--- src/rtl/conv_result_writer_if.sv ---
// ---------------------------------------------------------------------------
// conv_result_writer_if
// Groups the two data paths of the result writer:
//   - result stream from the MAC : in_valid, in_data, in_ready
//   - shared-memory write port   : mem_wr_en, mem_wr_adr, mem_wr_data, mem_grant
// Modports:
//   slave  : the writer itself (consumes the stream, drives the write port)
//   master : the environment (produces the stream, grants memory writes)
// ---------------------------------------------------------------------------
interface conv_result_writer_if #(
  parameter int DATA_W = 32,
  parameter int ADR_W  = 8
);
  logic              in_valid;
  logic [DATA_W-1:0] in_data;
  logic              in_ready;
  logic              mem_wr_en;
  logic [ADR_W-1:0]  mem_wr_adr;
  logic [DATA_W-1:0] mem_wr_data;
  logic              mem_grant;

  modport slave (
    input  in_valid, in_data, mem_grant,
    output in_ready, mem_wr_en, mem_wr_adr, mem_wr_data
  );

  modport master (
    output in_valid, in_data, mem_grant,
    input  in_ready, mem_wr_en, mem_wr_adr, mem_wr_data
  );
endinterface

--- src/rtl/conv_result_writer.sv ---
// ---------------------------------------------------------------------------
// conv_result_writer
// Last stage of the convolution datapath. Accepts packed result words (four
// signed 8-bit lanes), optionally clamps negative lanes to zero (ReLU),
// buffers them in a DEPTH-entry FIFO and writes them to shared memory at
// base + index. Signals done after NUM_WORDS words have been committed.
// Ports:
//   clk, rst      : clock, synchronous active-low reset
//   start_i       : run start pulse (honoured only in IDLE)
//   base_adr_i    : write base address, sampled with start_i
//   relu_en_i     : ReLU enable, sampled with start_i
//   bus           : result stream + memory write port (slave modport)
//   busy_o        : high while running or flushing
//   done_o        : one-cycle completion pulse
//   wr_count_o    : words committed to memory in the current run
// ---------------------------------------------------------------------------
module conv_result_writer #(
  parameter int DEPTH     = 4,
  parameter int NUM_WORDS = 43,
  parameter int DATA_W    = 32,
  parameter int ADR_W     = 8
) (
  input  logic                 clk,
  input  logic                 rst,
  input  logic                 start_i,
  input  logic [ADR_W-1:0]     base_adr_i,
  input  logic                 relu_en_i,
  conv_result_writer_if.slave  bus,
  output logic                 busy_o,
  output logic                 done_o,
  output logic [ADR_W-1:0]     wr_count_o
);

  localparam int PTR_W = $clog2(DEPTH);
  localparam int PW    = PTR_W + 1;
  localparam logic [ADR_W-1:0] NUM_W = ADR_W'(NUM_WORDS);

  typedef enum logic [1:0] {
    S_IDLE  = 2'd0,
    S_RUN   = 2'd1,
    S_FLUSH = 2'd2,
    S_DONE  = 2'd3
  } state_e;

  // Clamp every negative lane to zero when enabled; lanes are independent.
  function automatic logic [DATA_W-1:0] relu_f(input logic [DATA_W-1:0] w,
                                               input logic en);
    logic [DATA_W-1:0] r;
    r = w;
    for (int k = 0; k < DATA_W / 8; k++) begin
      if (en && w[8*k+7]) begin
        r[8*k +: 8] = 8'h00;
      end
    end
    return r;
  endfunction

  state_e             state_q, state_d;
  logic [ADR_W-1:0]   base_q, base_d;
  logic               relu_q, relu_d;
  logic [ADR_W-1:0]   acc_q, acc_d;
  logic [ADR_W-1:0]   wr_cnt_q, wr_cnt_d;
  logic [PW-1:0]      wptr_q, wptr_d;
  logic [PW-1:0]      rptr_q, rptr_d;
  logic               empty_q, empty_d;
  logic               full_q, full_d;
  logic [DATA_W-1:0]  fifo_q [DEPTH];

  logic in_ready_s;
  logic mem_wr_en_s;
  logic push_s;
  logic pop_s;
  logic active_s;

  assign active_s   = (state_q == S_RUN) || (state_q == S_FLUSH);
  assign in_ready_s = (state_q == S_RUN) && !full_q;
  // rst gates the request so no write can complete on a reset edge.
  assign mem_wr_en_s = rst && active_s && !empty_q;
  // full_q already blocks in_ready, so a pop in the same cycle never enables a push.
  assign push_s     = bus.in_valid && in_ready_s;
  assign pop_s      = mem_wr_en_s && bus.mem_grant;

  // FIFO pointer arithmetic; the extra MSB distinguishes full from empty.
  always_comb begin
    wptr_d  = wptr_q + PW'(push_s);
    rptr_d  = rptr_q + PW'(pop_s);
    empty_d = (wptr_d == rptr_d);
    full_d  = (wptr_d[PTR_W] != rptr_d[PTR_W]) &&
              (wptr_d[PTR_W-1:0] == rptr_d[PTR_W-1:0]);
  end

  // Run sequencing: next state, run parameters and the two word counters.
  always_comb begin
    state_d  = state_q;
    base_d   = base_q;
    relu_d   = relu_q;
    acc_d    = acc_q;
    wr_cnt_d = wr_cnt_q;
    case (state_q)
      S_IDLE: begin
        if (start_i) begin
          state_d  = S_RUN;
          base_d   = base_adr_i;
          relu_d   = relu_en_i;
          acc_d    = {ADR_W{1'b0}};
          wr_cnt_d = {ADR_W{1'b0}};
        end else begin
          state_d = S_IDLE;
        end
      end
      S_RUN: begin
        acc_d    = acc_q + ADR_W'(push_s);
        wr_cnt_d = wr_cnt_q + ADR_W'(pop_s);
        if ((wr_cnt_d == NUM_W) && (acc_d == NUM_W)) begin
          state_d = S_DONE;
        end else if (acc_d == NUM_W) begin
          state_d = S_FLUSH;
        end else begin
          state_d = S_RUN;
        end
      end
      S_FLUSH: begin
        wr_cnt_d = wr_cnt_q + ADR_W'(pop_s);
        if (wr_cnt_d == NUM_W) begin
          state_d = S_DONE;
        end else begin
          state_d = S_FLUSH;
        end
      end
      S_DONE: begin
        state_d = S_IDLE;
      end
      default: begin
        state_d = S_IDLE;
      end
    endcase
  end

  // State, counters and FIFO status registers.
  always_ff @(posedge clk) begin
    if (!rst) begin
      state_q  <= S_IDLE;
      base_q   <= {ADR_W{1'b0}};
      relu_q   <= 1'b0;
      acc_q    <= {ADR_W{1'b0}};
      wr_cnt_q <= {ADR_W{1'b0}};
      wptr_q   <= {PW{1'b0}};
      rptr_q   <= {PW{1'b0}};
      empty_q  <= 1'b1;
      full_q   <= 1'b0;
    end else begin
      state_q  <= state_d;
      base_q   <= base_d;
      relu_q   <= relu_d;
      acc_q    <= acc_d;
      wr_cnt_q <= wr_cnt_d;
      wptr_q   <= wptr_d;
      rptr_q   <= rptr_d;
      empty_q  <= empty_d;
      full_q   <= full_d;
    end
  end

  // FIFO storage; words are stored already ReLU-processed.
  always_ff @(posedge clk) begin
    if (push_s) begin
      fifo_q[wptr_q[PTR_W-1:0]] <= relu_f(bus.in_data, relu_q);
    end
  end

  assign bus.in_ready    = in_ready_s;
  assign bus.mem_wr_en   = mem_wr_en_s;
  assign bus.mem_wr_data = fifo_q[rptr_q[PTR_W-1:0]];
  assign bus.mem_wr_adr  = base_q + wr_cnt_q;
  assign busy_o          = active_s;
  assign done_o          = (state_q == S_DONE);
  assign wr_count_o      = wr_cnt_q;

endmodule
--- src/flat_wrapper.sv ---
// flat-port wrapper written by rule: the top's interface ports become plain ports
module conv_result_writer_flat 
#(
  parameter int DEPTH     = 4,
  parameter int NUM_WORDS = 43,
  parameter int DATA_W    = 32,
  parameter int ADR_W     = 8
)
  (clk, rst, start_i, base_adr_i, relu_en_i, busy_o, done_o, wr_count_o, bus_in_valid, bus_in_data, bus_mem_grant, bus_in_ready, bus_mem_wr_en, bus_mem_wr_adr, bus_mem_wr_data);
  conv_result_writer_if #(.DATA_W(DATA_W), .ADR_W(ADR_W)) bus_i ();
  input  logic clk;
  input  logic rst;
  input  logic start_i;
  input  logic [ADR_W-1:0] base_adr_i;
  input  logic relu_en_i;
  output logic busy_o;
  output logic done_o;
  output logic [ADR_W-1:0] wr_count_o;
  input wire logic [$bits(bus_i.in_valid)-1:0] bus_in_valid;
  input wire logic [$bits(bus_i.in_data)-1:0] bus_in_data;
  input wire logic [$bits(bus_i.mem_grant)-1:0] bus_mem_grant;
  output wire logic [$bits(bus_i.in_ready)-1:0] bus_in_ready;
  output wire logic [$bits(bus_i.mem_wr_en)-1:0] bus_mem_wr_en;
  output wire logic [$bits(bus_i.mem_wr_adr)-1:0] bus_mem_wr_adr;
  output wire logic [$bits(bus_i.mem_wr_data)-1:0] bus_mem_wr_data;
  assign bus_i.in_valid = bus_in_valid;
  assign bus_i.in_data = bus_in_data;
  assign bus_i.mem_grant = bus_mem_grant;
  assign bus_in_ready = bus_i.in_ready;
  assign bus_mem_wr_en = bus_i.mem_wr_en;
  assign bus_mem_wr_adr = bus_i.mem_wr_adr;
  assign bus_mem_wr_data = bus_i.mem_wr_data;
  conv_result_writer #(.DEPTH(DEPTH), .NUM_WORDS(NUM_WORDS), .DATA_W(DATA_W), .ADR_W(ADR_W)) u_core (.clk(clk), .rst(rst), .start_i(start_i), .base_adr_i(base_adr_i), .relu_en_i(relu_en_i), .bus(bus_i), .busy_o(busy_o), .done_o(done_o), .wr_count_o(wr_count_o));
endmodule
--- config.mk ---
export PLATFORM = sky130hd
export DESIGN_NAME = conv_result_writer_flat
export DESIGN_NICKNAME = d
export VERILOG_FILES = /design/src/rtl/conv_result_writer_if.sv /design/src/rtl/conv_result_writer.sv /design/src/flat_wrapper.sv
export SDC_FILE = /design/constraint.sdc
export NUM_CORES = 1
export LEC_CHECK = 0
export CAP_MARGIN = 25
export CORE_MARGIN = 1.5
export CORE_UTILIZATION = 49
export DETAILED_ROUTE_END_ITERATION = 16
export PLACE_DENSITY = 0.76
export SLEW_MARGIN = 10
export SYNTH_ARGS = -nofsm -noshare
export SYNTH_HDL_FRONTEND = slang
export SYNTH_SLANG_ARGS = --single-unit
export TNS_END_PERCENT = 30
--- constraint.sdc ---
create_clock -name clk -period 3.9 [get_ports clk]
set_input_delay 1.17 -clock clk [delete_from_list [all_inputs] [get_ports clk]]
set_output_delay 1.17 -clock clk [all_outputs]
set_load 0.03 [all_outputs]
==> Changelog: implementation <==
## Flow update

- Leak Pwr: 3.05 nW
- Design Area, Final: 8860 um^2
- Worst-margin pin slew: 0.701 ns
- Max IR drop VDD: 255 uV
- Total Power: 4.02 mW
- Max-area cell share: 0.550
- Async SR Flop Fraction: 0
- CP Launch Type: register
- Clock Power Share: 0.418
- Fill cell count: 1022
- # nets final: 648
- Top cells by area: edfxtp_1 55%, mux4_2 10%, dfxtp_1 10%, and2_1 3.7%, ha_1 3.4%
- Worst hold stages: 2
- Post-DP Area: 8250 um^2
- Seq pwr share: 0.485
- Die X: 122 um
- Max-cap violations: 0
- Tcrit/Tclk final: 0.954
- GRT Residual Overflow: 0
- Met3 Routed Length: 720 um
- Main flop type: edfxtp_1
- Synth Area per Inst: 14.8 um^2
- Pin count of the biggest net entering global routing: 38
- H-tree lvl count: 4
- GRT busiest layer: met2
- Inserted Diodes: 0
- Cell count after synthesis: 473
- CTS Buffer Depth: 2
- CP Data Required Time: 2.73 ns
- Skew final: 0.00881 ns
- CTS tree: done
- Met3 track demand over resource: 0.0525
- Antenna violations before repair: 1
- Placed insts: 743
- Hold/Removal Path Class: register to register
- Site row count: 43
- Logic pwr share: 0.097
- GPL Wtd Cong: 0.828
- Met1 WL: 5770 um
- Post-synth top area cell: edfxtp_1
- Worst R2R Path Depth: 11
- Final setup violation count: 0
- Initial DRC count: 239
- Number of cells in Yosys stat: 473
- IO Count: 98
- Met2 Wirelength: 6870 um
- Area delta synth->final: 26.7%
- Highest Signal Layer: met4
- EDFF count, synth: 128
- RSZ-0062 raised after global routing: no
- Num CTS Buffers: 17
- DR vias: 4194
- Hpwl dp: 8730 um
- Final non-filler cell total: 775
- Share of cells above drive strength 1: 0.134
- Comb power: 0.389 mW
- Pre-antenna DRT Iters: 4
- Setup TNS Final: 0 ns
- Fin crit period: 3.72 ns
- Global Route met2 Usage: 0.334
- # DRC: 0
- Fmax: 0.269 GHz
- CP Class: register to output pin
- YS chip area: 6990 um^2
- GR Util met1: 0.242
- Top pwr grp: registers
- Final Hold Fails: 0
- Worst setup margin: 0.179 ns
- DRT antenna net count: 0
- Number of port buffers: 97
- Pre-CTS WS: 0.175 ns
- Pint: 3.16 mW
- Max_slew headroom: 0.519
- Switching share of power: 0.212
- Ys Warns: 0
- Post-Synthesis Cell Area: 6990 um^2
- Commonest cells in the netlist: 128 x edfxtp_1, 50 x nand2_1, 41 x and2_1, 35 x dfxtp_1, 32 x mux4_2
- CTS root buf: clkbuf_16
- Critical Path End Type: output pin
- Post-CTS setup buffers: 0
- Vias in the first global route: 4371
- Core Area: 13900 um^2
- DIE HEIGHT: 122 um
- Vias per cell: 5.41
- Outcome: finished, final reports clean
- Worst hold margin: 0.467 ns
- Number of distinct library cells after synthesis: 46
- Comb gate area: 2370 um^2
- Synth Seq Share: 0.650
- Crit Path Max Fanout: 4
- Pwr Density: 453 nW/um^2
- Post-synth regs: 163
- FP Core Util: 0.504
- Psw: 0.853 mW
- Most popular library cell in the synthesized design by count: edfxtp_1
- Total GRT Usage: 0.194
- First-pass GRT wire length: 21900 um
- CP arrival: 2.55 ns
- CTS resizes: 4
- Pins Over Slew Limit: 0
- OpenROAD warning count: 30
- Die ar.: 15000 um^2
- Max reg flops: 128
- Clock-pin slew on the worst setup and hold paths: 0.06 ns
- Hold_buf cts: 0
- Syn_nets: 539
==> final timing paths <==
kind                                      from                            end  slack, ns
max          u_core.wr_count_o[0]$_SDFFE_PN0P_              bus_mem_wr_adr[6]       0.18
min              u_core.base_q[6]$_SDFFE_PN0P_  u_core.base_q[6]$_SDFFE_PN0P_       0.47
max reg2reg       u_core.state_q[0]$_SDFF_PN0_   u_core.state_q[0]$_SDFF_PN0_       0.94
min reg2reg      u_core.base_q[6]$_SDFFE_PN0P_  u_core.base_q[6]$_SDFFE_PN0P_       0.47
==> final cells by class <==
cell class / instances / share of cell area
clock buffers: 20 / 0.0493
clock inverters: 12 / 0.0184
inverters: 11 / 0.00466
multi-input cells: 283 / 0.267
flip-flops and latches: 163 / 0.514
well taps: 180 / 0.0254
repair buffers: 106 / 0.121
==> cells in the final DEF (no fill, tap or decap), types with 11 or more instances in the layout <==
cell type,synthesis,routed
dfxtp_1,35,32
nand3_1,12,12
ha_1,19,19
nor2b_1,13,13
nor2_1,13,12
edfxtp_1,128,128
o21ai_0,14,14
and2_1,41,41
clkbuf_16,0,17
mux4_2,32,32
inv_1,11,11
nand2_1,50,50
a21boi_0,17,16
clkdlybuf4s50_1,0,93
==> worst max-delay path: stages (launching register included) <==
cell and delay (ns):
dfxtp_1 0.34, ha_1 0.22, inv_1 0.07, fa_1 0.20
nor2b_1 0.05, o21ai_0 0.23, a21boi_1 0.15, or4_1 0.42
nand3_1 0.09, clkdlybuf4s15_1 0.37
==> cell families after synthesis <==
logic type	synth area share
multiplexers	0.111
buffers and inverters	0.0161
XOR/XNOR	0.0150
flip-flops	0.650
adder cells (fa/ha/maj)	0.0369
AND-OR/OR-AND	0.0533
AND/OR/NAND/NOR	0.118
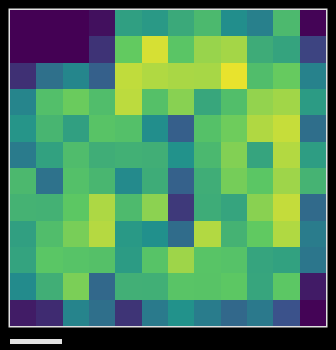
cell_density.png
Bar = 20 um. The die is cut into 12 by 12 equal tiles; dark purple is low, yellow is high, 0 to 100% covered.
mean over tiles	58%
nearly empty tiles	5.6%
emptiest ninth of the die	top left
tiles over 75% full	23%

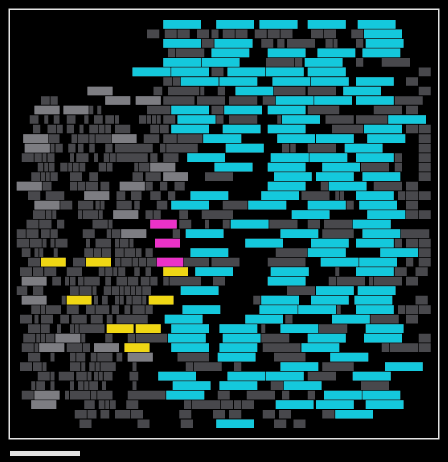
flops_by_reg.png
Bar = 20 um.
name in the netlist	colour	flops
u_core.rptr_q	magenta	3
u_core.wr_count_o	yellow	8
u_core.fifo_q	cyan	128
not coloured	24
Layout Utilization: 0.638
Seq/total area: 0.514
sequential standard cell area: 4550 um^2
Seq power: 1.95 mW

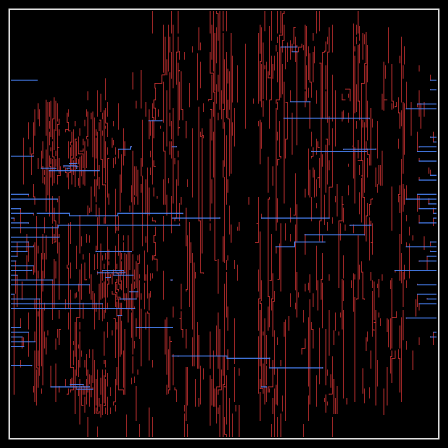
wires.png
Two of the layers only.
layer	colour	wire length
metal 3	blue	720 um
metal 2	red	6870 um
routed wire length: 13500 um
DR WL/cell: 17.4 um

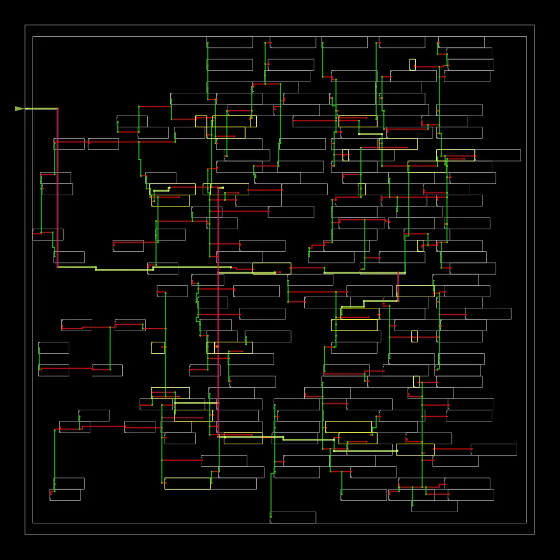
clocks.png
clock-net power: 1.68 mW
clk_lat worst skew: 0.41 ns
clkbuf count: 20
CTS sink cnt: 163

Power is estimated from default activity; no workload was simulated.
